File: config.mk
export PLATFORM = sky130hd
export DESIGN_NAME = simon_key_expand_flat
export DESIGN_NICKNAME = d
export VERILOG_FILES = /design/src/rtl/simon_pkg.sv /design/src/rtl/simon_key_expand_if.sv /design/src/rtl/simon_key_round.sv /design/src/rtl/simon_key_expand.sv /design/src/flat_wrapper.sv
export SDC_FILE = /design/constraint.sdc
export NUM_CORES = 1
export LEC_CHECK = 0
export ABC_CLOCK_PERIOD_IN_PS = 11900
export CORE_MARGIN = 1
export CORE_UTILIZATION = 51
export DETAILED_ROUTE_END_ITERATION = 12
export PLACE_DENSITY_LB_ADDON = 0.3
export SLEW_MARGIN = 5
export SYNTH_ARGS = -nofsm -noshare
export SYNTH_HDL_FRONTEND = slang
export SYNTH_SLANG_ARGS = --single-unit
File: constraint.sdc
create_clock -name clk -period 11.9 [get_ports clk]
set_clock_uncertainty 0.2 [all_clocks]
set_input_delay 2.38 -clock clk [delete_from_list [all_inputs] [get_ports clk]]
set_output_delay 2.38 -clock clk [all_outputs]
set_load 0.01 [all_outputs]
File: src/rtl/simon_pkg.sv
// Shared Simon key-schedule definitions: z sequences, variant tables and FSM state type.
package simon_pkg;

  // Element j of each sequence sits at bit [61-j] (first published bit is the MSB).
  localparam logic [61:0] Z_SEQ [0:4] = '{
    62'b11111010001001010110000111001101111101000100101011000011100110,
    62'b10001110111110010011000010110101000111011111001001100001011010,
    62'b10101111011100000011010010011000101000010001111110010110110011,
    62'b11011011101011000110010111100000010010001010011100110100001111,
    62'b11010001111001101011011000100000010111000011001010010011101111
  };

  typedef enum logic {IDLE, EMIT} state_e;

  function automatic bit simon_legal(input int n, input int m);
    return (n == 16 && m == 4) || (n == 24 && (m == 3 || m == 4)) ||
           (n == 32 && (m == 3 || m == 4)) || (n == 48 && (m == 2 || m == 3)) ||
           (n == 64 && (m >= 2 && m <= 4));
  endfunction

  function automatic int simon_rounds(input int n, input int m);
    if (n == 16) return 32;
    if (n == 24) return (m == 3) ? 36 : 36;
    if (n == 32) return (m == 3) ? 42 : 44;
    if (n == 48) return (m == 2) ? 52 : 54;
    if (n == 64) return (m == 2) ? 68 : ((m == 3) ? 69 : 72);
    return 0;
  endfunction

  function automatic int simon_zidx(input int n, input int m);
    if (n == 16) return 0;
    if (n == 24) return (m == 3) ? 0 : 1;
    if (n == 32) return (m == 3) ? 2 : 3;
    if (n == 48) return (m == 2) ? 2 : 3;
    if (n == 64) return (m == 2) ? 2 : ((m == 3) ? 3 : 4);
    return 0;
  endfunction

endpackage

File: src/rtl/simon_key_expand_if.sv
// Control and round-key stream bundle between key-load logic, expander and key consumer.
interface simon_key_expand_if #(
    parameter int N = 64,
    parameter int M = 4
);
    logic           start;
    logic [N*M-1:0] key;
    logic           abort;
    logic           busy;
    logic           done;
    logic           rk_valid;
    logic           rk_ready;
    logic [N-1:0]   rk_data;
    logic [6:0]     rk_idx;

    modport master (output start, key, abort, rk_ready,
                    input  busy, done, rk_valid, rk_data, rk_idx);
    modport slave  (input  start, key, abort, rk_ready,
                    output busy, done, rk_valid, rk_data, rk_idx);
endinterface

File: src/rtl/simon_key_round.sv
// One Simon key-schedule step: derives word i+M from the current M-word window.
module simon_key_round #(
    parameter int N = 64,
    parameter int M = 4
) (
    input  logic [N-1:0] w0_i,
    input  logic [N-1:0] w1_i,
    input  logic [N-1:0] wlast_i,
    input  logic         zbit_i,
    output logic [N-1:0] next_o
);
    // Only the four-word schedule folds w[1] into the rotation term.
    localparam logic [N-1:0] W1_MASK = (M == 4) ? '1 : '0;

    logic [N-1:0] t0;
    logic [N-1:0] t1;

    assign t0     = {wlast_i[2:0], wlast_i[N-1:3]} ^ (w1_i & W1_MASK);
    assign t1     = t0 ^ {t0[0], t0[N-1:1]};
    assign next_o = ~w0_i ^ t1 ^ {{(N-1){1'b0}}, zbit_i} ^ N'(3);
endmodule

File: src/rtl/simon_key_expand.sv
// Simon key expander: latches the master key on start and streams k[0]..k[T-1] over valid/ready.
import simon_pkg::*;

module simon_key_expand #(
    parameter int N = 64,
    parameter int M = 4
) (
    input logic                clk,
    input logic                res,
    simon_key_expand_if.slave  bus
);
    localparam int          T        = simon_rounds(N, M);
    localparam int          ZIDX     = simon_zidx(N, M);
    localparam logic [61:0] ZS       = Z_SEQ[ZIDX];
    localparam logic [6:0]  LAST_IDX = 7'(T - 1);

    if (!simon_legal(N, M)) begin : g_bad_pair
        $error("simon_key_expand: unsupported (N,M) pair");
    end

    state_e       state_q, state_d;
    logic [N-1:0] w_q [M];
    logic [N-1:0] w_d [M];
    logic [6:0]   idx_q, idx_d;
    logic [5:0]   zpos_q, zpos_d;
    logic         done_q, done_d;
    logic [N-1:0] next_w;
    logic         zbit;

    assign zbit = ZS[6'd61 - zpos_q];

    simon_key_round #(.N(N), .M(M)) u_round (
        .w0_i    (w_q[0]),
        .w1_i    (w_q[1]),
        .wlast_i (w_q[M-1]),
        .zbit_i  (zbit),
        .next_o  (next_w)
    );

    always_ff @(posedge clk or posedge res) begin
        if (res) begin
            state_q <= IDLE;
            idx_q   <= '0;
            zpos_q  <= '0;
            done_q  <= 1'b0;
            for (int j = 0; j < M; j++) w_q[j] <= '0;
        end else begin
            state_q <= state_d;
            idx_q   <= idx_d;
            zpos_q  <= zpos_d;
            done_q  <= done_d;
            w_q     <= w_d;
        end
    end

    always_comb begin
        state_d = state_q;
        w_d     = w_q;
        idx_d   = idx_q;
        zpos_d  = zpos_q;
        done_d  = 1'b0;
        case (state_q)
            IDLE: begin
                if (bus.start && !bus.abort) begin
                    for (int j = 0; j < M; j++) w_d[j] = bus.key[j*N +: N];
                    idx_d   = '0;
                    zpos_d  = '0;
                    state_d = EMIT;
                end
            end
            EMIT: begin
                if (bus.abort) begin
                    state_d = IDLE;
                end else if (bus.rk_ready) begin
                    if (idx_q == LAST_IDX) begin
                        state_d = IDLE;
                        done_d  = 1'b1;
                    end else begin
                        // Slide the window; the z position wraps mod 62 alongside rk_idx.
                        for (int j = 0; j < M - 1; j++) w_d[j] = w_q[j+1];
                        w_d[M-1] = next_w;
                        idx_d    = idx_q + 7'd1;
                        zpos_d   = (zpos_q == 6'd61) ? 6'd0 : zpos_q + 6'd1;
                    end
                end
            end
            default: state_d = IDLE;
        endcase
    end

    assign bus.busy     = (state_q == EMIT);
    assign bus.rk_valid = (state_q == EMIT);
    assign bus.rk_data  = w_q[0];
    assign bus.rk_idx   = idx_q;
    assign bus.done     = done_q;
endmodule

File: src/flat_wrapper.sv
// flat-port wrapper written by rule: the top's interface ports become plain ports
module simon_key_expand_flat 
#(
    parameter int N = 64,
    parameter int M = 4
)
  (clk, res, bus_start, bus_key, bus_abort, bus_rk_ready, bus_busy, bus_done, bus_rk_valid, bus_rk_data, bus_rk_idx);
  simon_key_expand_if #(.N(N), .M(M)) bus_i ();
  input logic clk;
  input logic res;
  input wire logic [$bits(bus_i.start)-1:0] bus_start;
  input wire logic [$bits(bus_i.key)-1:0] bus_key;
  input wire logic [$bits(bus_i.abort)-1:0] bus_abort;
  input wire logic [$bits(bus_i.rk_ready)-1:0] bus_rk_ready;
  output wire logic [$bits(bus_i.busy)-1:0] bus_busy;
  output wire logic [$bits(bus_i.done)-1:0] bus_done;
  output wire logic [$bits(bus_i.rk_valid)-1:0] bus_rk_valid;
  output wire logic [$bits(bus_i.rk_data)-1:0] bus_rk_data;
  output wire logic [$bits(bus_i.rk_idx)-1:0] bus_rk_idx;
  assign bus_i.start = bus_start;
  assign bus_i.key = bus_key;
  assign bus_i.abort = bus_abort;
  assign bus_i.rk_ready = bus_rk_ready;
  assign bus_busy = bus_i.busy;
  assign bus_done = bus_i.done;
  assign bus_rk_valid = bus_i.rk_valid;
  assign bus_rk_data = bus_i.rk_data;
  assign bus_rk_idx = bus_i.rk_idx;
  simon_key_expand #(.N(N), .M(M)) u_core (.clk(clk), .res(res), .bus(bus_i));
endmodule
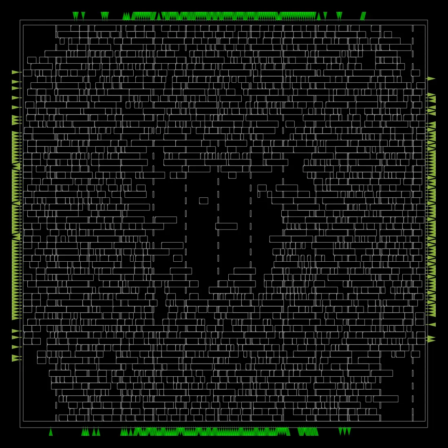
Fig. 1. Cell outlines without signal wires (run 1).
Well Taps: 384
proportion of cell area occupied by registers: 0.360

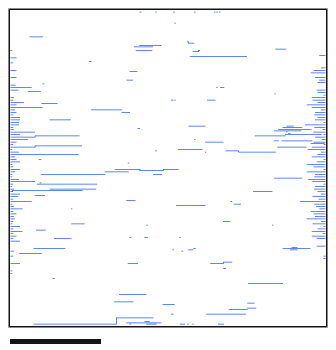
Fig. 2. Metal 3 (run 1).
Scale bar: 50 µm.
main direction: horizontal
longest straight run: 45.3 µm

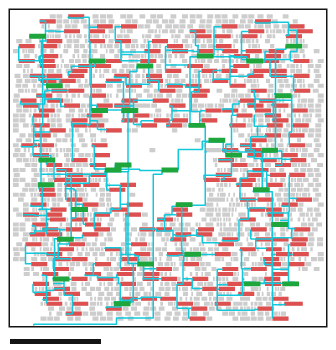
Fig. 3. Clock wires, drivers and flops (run 1).
Scale bar: 50 µm.
[flip-flops] red | count: 271
[clock drivers] green | count: 30
[clock wires] cyan | length: 3490 µm
flops lie: all over the die
Clk. pwr: 0.000968 W
clk_lat worst skew: 0.55 ns
Clk network pwr share: 0.240

==> flow_summary.ini, run 1 <==
; flow metrics
[cts]
cts_resized = 0
cts-root-buf = clkbuf_16
ctsHtreeMaxLevel = 1
path_clk_slew_ns = 0.06
cts_buffers = 30
postCtsSetupBuffers = 0
cts_hold_buf = 0
tritoncts = built
clk_path_buf_depth = 3
clock_sinks = 271

[synthesis]
synthMuxAreaShare = 0.131
compound_area_frac = 0.149
synth.cellmix.xorXnorShare = 0.119
ys.flops = 271
synthTopLogicFamily = AND-OR/OR-AND gates
ys.warnings.count = 0
async_reset_ff_frac = 1.00
seq_area_frac_synth = 0.452
synth-main-ff-cell = dfrtp_1
ys_area_mm2 = 0.0150
avgSynthCellArea_um2 = 10.1
yosys_cells = 1489
synth-edff-count = 0
synthesis.area_mm2 = 0.0150
adder_share = 0.00834
ys_types = 39
syn_inst = 1489
yosys.area_share.simple = 0.0627
syn-num-nets = 1760

[timing]
relSlewSlack = 0.242
setup_viol = 0
timing.fmax_ghz = 0.167
whs_ns = 0.278
tns_ns = 0
min_period_over_period = 0.503
rsz0062_at_grt = no
maxSlewViolCount = 0
hold_viol = 0
setup_slack_ns = 5.91
worst_pin_slew_ns = 1.14
period_needed_ns = 5.99

[setup_path]
worstPathMaxFanout = 135
critical-path-max-stage-delay_ns = 1.02
endpoint = u_core.bus.rk_data[28]
setup.worst_path.start = bus_rk_ready
crit_buf_inv = 3
cp-start-kind = input pin
path_cells = clkdlybuf4s50_1 -> o311ai_2 -> a21o_4 -> buf_4 -> buf_4 -> o21ai_0
critPathKind = input pin to flop
path_common_cell = buf_4
end_kind = flop
cpMaxStageDelayCell = buf_4
rrSetupSlack_ns = 7.19
critPathArrivalTime_ns = 6.16
cp.depth = 6
worstPathRequired_ns = 12.07
r2r_start = u_core.bus.rk_idx[0]
path_delay_family = buffers and inverters
reg2reg_depth = 7
r2r-end = u_core.bus.rk_data[28]

[finish]
fillCellCount = 2323
comb_cells = 1051
comb_area_frac = 0.375
clkCellAreaFrac = 0.0560
num-clock-buffers = 48
largest_class = multi-input combinational cells
antenna_cells = 3
drive_above_1_share = 0.0405
layout_top_cells = 334 x clkdlybuf4s50_1, 270 x dfrtp_1, 204 x nand2_1, 195 x xnor2_1, 194 x mux2i_1
finalInstanceArea_mm2 = 0.0188
seq_area_mm2 = 0.00679
mi_logic_area_mm2 = 0.00706
seq_cells = 271
buf_share = 0.182
fin_cells = 2115
buffers = 345
nNetsFinal = 1976
num-nonclk-inverters = 6
final_common_cell = clkdlybuf4s50_1
syn_to_final_growth_pct = 25.6

[min_path]
worstHoldPathCells = 2
hold_end = u_core.w_q[116]
hold_class = flop to flop
min_from = u_core.w_q[116]

[detailed_routing]
ant_nets = 0
wire_per_inst_um = 17.3
route.met3.wl_um = 1590
drtIter0Drc = 706
wirelength_um = 36600
wl_met1_um = 16100
route.met2.wl_um = 17500
vias = 11200
drc_errors = 0
drt_first_pass_iters = 5
vias_per_cell = 5.28
highest_layer = met4

[grt]
grt_pass1_vias = 11300
grt_use_met2 = 0.402
grt_most_used_layer = met2
grt_max_degree = 138
grt_pass1_wl_um = 59900
grt_usage = 0.246
antenna_found_initial = 3
grtUsageMet1 = 0.330
groute.layer.met3.usage = 0.0325
globalRouteOverflowTotal = 0

[power_and_ir_drop]
p_comb_w = 0.00160
maxPowerGroup = combinational cells
pwr_density_cell_mw_per_mm2 = 214
p_int_w = 0.00267
power_frac_seq = 0.364
ir_drop_mv = 0.118
combPwrFrac = 0.396
sw_frac_of_total = 0.338
p_sw_w = 0.00136
p_leak_nw = 8.08
p_seq_w = 0.00147

[place]
io_buffers = 334
gp_congestion = 0.828
hpwl_um = 25200
place_inst = 2057
dp_slack_ns = 5.40
post_dp_cell_area_mm2 = 0.0178

[die]
core_mm2 = 0.0289
dieWidth_um = 174
floorplan.core_util = 0.520
dieArea_mm2 = 0.0301
row_count = 62
ios = 335
die_h_um = 174

[run_status]
status = finished clean

[job]
warnings = 41
drv_cap = 0
==> run 1: state kept, by name (all words and copies together), names as in the netlist <==
| name | count |
|---|---|
| u_core.bus.busy | 1 |
| u_core.bus.done | 1 |
| u_core.bus.rk_data | 64 |
| u_core.bus.rk_idx | 7 |
| u_core.w_q | 192 |
| u_core.zpos_q | 6 |
==> run 1: cell families after synthesis <==
family | count (synthesis)
buffers and inverters | 167
DFF | 271
adders and majority gates | 10
xor gates and xnor gates | 201
muxes | 195
and+or+nand+nor | 238
AOI/OAI and AO/OA | 407
==> run 1: metrics by stage <==
| stage | utilization | power [W] |
|---|---|---|
| floorplan | - | 0.00271 |
| global placement | 0.616 | 0.00303 |
| finish | 0.653 | 0.00403 |
| CTS | 0.653 | 0.00406 |
| global route | 0.653 | 0.00429 |
| detailed placement | 0.616 | 0.00308 |
==> run 1: cells in the mapped netlist (2+ instances only) <==
cell type | count | share of area
nor2b_1 | 2 | 0.00083
nor2_1 | 13 | 0.0033
a211oi_1 | 2 | 0.0010
clkbuf_2 | 13 | 0.0043
xor2_1 | 5 | 0.0029
and3_1 | 4 | 0.0017
xnor2_1 | 195 | 0.11
mux2i_1 | 194 | 0.13
o21ai_1 | 37 | 0.012
nand3_1 | 6 | 0.0020
ha_1 | 10 | 0.0083
buf_6 | 32 | 0.024
dfrtp_1 | 271 | 0.45
nand4_1 | 3 | 0.0013
o21ai_0 | 164 | 0.055
buf_2 | 17 | 0.0057
clkbuf_1 | 29 | 0.0073
a21o_1 | 64 | 0.032
buf_8 | 2 | 0.0020
a21oi_1 | 132 | 0.044
a22o_1 | 2 | 0.0012
buf_4 | 67 | 0.034
inv_1 | 6 | 0.0015
nand2_1 | 204 | 0.051
## Run 2: what changed since run 1
- ABC_CLOCK_PERIOD_IN_PS: 11900 -> 6300
- clock period: 11.9 -> 6.3 ns (I/O delays scaled with it)
==> run 2 against run 1 <==
Total power increased by 85%. Setup slack got worse by 3.4 ns. Hold slack about the same. Final area down 0.48%. Register-to-register slack got worse by 4.7 ns. Die area is the same. Flip-flop count did not move. Synthesized cell count stayed put. Clock power rose by about 70%. Critical path type is now flop to flop.
==> flow_summary.ini, run 2 <==
; flow metrics
[run_status]
status = finished clean

[die]
row_count = 62
dieWidth_um = 174
die_h_um = 174
core_mm2 = 0.0289
ios = 335
dieArea_mm2 = 0.0301

[place]
gp_congestion = 0.810
post_dp_cell_area_mm2 = 0.0178
dp_slack_ns = 2.11
io_buffers = 334
place_inst = 2056

[power_and_ir_drop]
sw_frac_of_total = 0.343
power_frac_seq = 0.375
p_int_w = 0.00490
ir_drop_mv = 0.206
combPwrFrac = 0.404
p_leak_nw = 8.02
pwr_density_cell_mw_per_mm2 = 397
p_sw_w = 0.00256

[finish]
syn_to_final_growth_pct = 25.0
largest-register = u_core.w_q
largest_reg_flops = 192
nNetsFinal = 1974
final_core_util = 0.650
final_common_cell = clkdlybuf4s50_1
finalInstanceArea_mm2 = 0.0188

[timing]
relSlewSlack = 0.241
worst_pin_slew_ns = 1.14
setup_slack_ns = 2.52
maxSlewViolCount = 0
rsz0062_at_grt = no
timing.fmax_ghz = 0.265
min_period_over_period = 0.600
setup_viol = 0
hold_viol = 0
whs_ns = 0.278

[grt]
grt_pass1_wl_um = 58800
antenna_found_initial = 6
groute.layer.met3.usage = 0.0386
globalRouteOverflowTotal = 0
grt_pass1_vias = 11300
grt_max_degree = 218
grtUsageMet1 = 0.318
grt_use_met2 = 0.391

[setup_path]
end_kind = flop
worstPathRequired_ns = 6.48
critPathArrivalTime_ns = 3.95
r2r_start = u_core.bus.busy
worstPathMaxFanout = 68
cp-start-kind = flop
r2r-end = u_core.bus.rk_data[20]
critPathKind = flop to flop

[synthesis]
seq_area_frac_synth = 0.452
synth_top_cell_by_count = dfrtp_1
syn_inst = 1489
yosys-top-cells-area = dfrtp_1 45%, mux2i_1 13%, xnor2_1 11%
synthesis.area_mm2 = 0.0150
ys.flops = 271
yosys_cells = 1489
synth-edff-count = 0
synth_top_area_share = 0.452
avgSynthCellArea_um2 = 10.1
synthTopCellsByCount = 271 x dfrtp_1, 204 x nand2_1, 195 x xnor2_1, 194 x mux2i_1, 164 x o21ai_0
largest_area_cell = dfrtp_1
synth-main-ff-cell = dfrtp_1
async_reset_ff_frac = 1.00
syn-num-nets = 1760

[cts]
cts_hold_buf = 0
clk_path_buf_depth = 3
cts_buffers = 29
cts_resized = 0
clock_latency_ns = 0.54

[detailed_routing]
drtIter0Drc = 862

[job]
drv_cap = 0

[min_path]
hold_class = flop to flop
hold_end = u_core.w_q[77]
min_from = u_core.w_q[77]
run 2: cell counts after synthesis:
Identical to the previous run, type by type.
run 2: worst max-delay path, cell delays in order (launching register included):
cell	delay, ns
dfrtp_4	1.04
buf_4	0.89
buf_4	0.92
mux2i_1	0.30
o21ai_0	0.11
run 2: logic make-up after synthesis:
family / share of synthesized area
compound gates: 0.149
xor+xnor: 0.119
fa+ha+maj: 0.00834
buf+inv: 0.0785
flops: 0.452
mux: 0.131
simple gates: 0.0627
run 2: worst max-delay path by stage:
stage | start | to | cells past startpoint | slack [ns]
finish | u_core.bus.busy | u_core.bus.rk_data[20] | 4 | 2.52
floorplan | res | u_core.bus.busy | 1 | 1.26
global placement | bus_rk_ready | u_core.w_q[32] | 7 | 2.20
detailed placement | bus_rk_ready | u_core.w_q[14] | 7 | 2.11
CTS | u_core.bus.busy | bus_busy | 1 | 2.52
global route | u_core.bus.busy | u_core.w_q[92] | 4 | 2.33
run 2: layer usage:
metal | wire [µm] | vias up
met5 | 13 | -
met3 | 1780 | 86
li1 | - | 5459
met2 | 17200 | 358
met4 | 1710 | 2
met1 | 15900 | 5378
run 2: area by class of cell:
cell class,instances,area [µm²],area share
multi-input combinational,1051,7060,0.377
sequential,271,6790,0.362
timing repair buffer,344,3470,0.185
clock buffer,46,870,0.0464
tap,384,480,0.0256
clock inverter,5,50.0,0.00267
inverter,6,26.3,0.00140
antenna,5,12.5,0.000667
run 2: power by group through the flow:
| stage | clock (W) | sequential (W) | combinational, W |
|---|---|---|---|
| finish | 0.00165 | 0.00279 | 0.00301 |
| global route | 0.00176 | 0.00286 | 0.00330 |
| CTS | 0.00169 | 0.00279 | 0.00303 |
| detailed placement | 0 | 0.00281 | 0.00300 |
| global placement | 0 | 0.00280 | 0.00293 |
| floorplan | 0 | 0.00263 | 0.00250 |
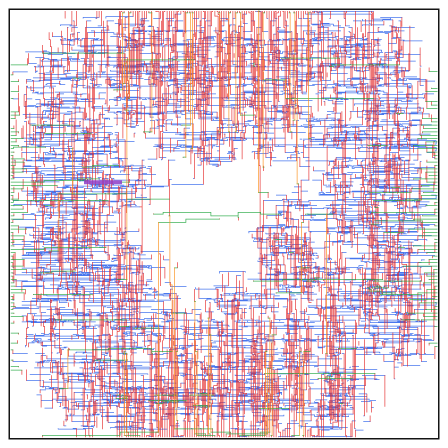
Fig. 4. Signal wires by layer (run 2).
[metal 4] orange | wire length: 1710 µm
[metal 2] red | wire length: 17200 µm
[metal 3] green | wire length: 1780 µm
[metal 1] blue | wire length: 15900 µm
[metal 5] purple | wire length: 13.8 µm
Post-Route WL: 36600 µm
routed vias: 11300
total track usage: 0.241
Avg WL per Cell: 17.3 µm

Power figures rest on the tool's default switching activity, not on a simulated workload.
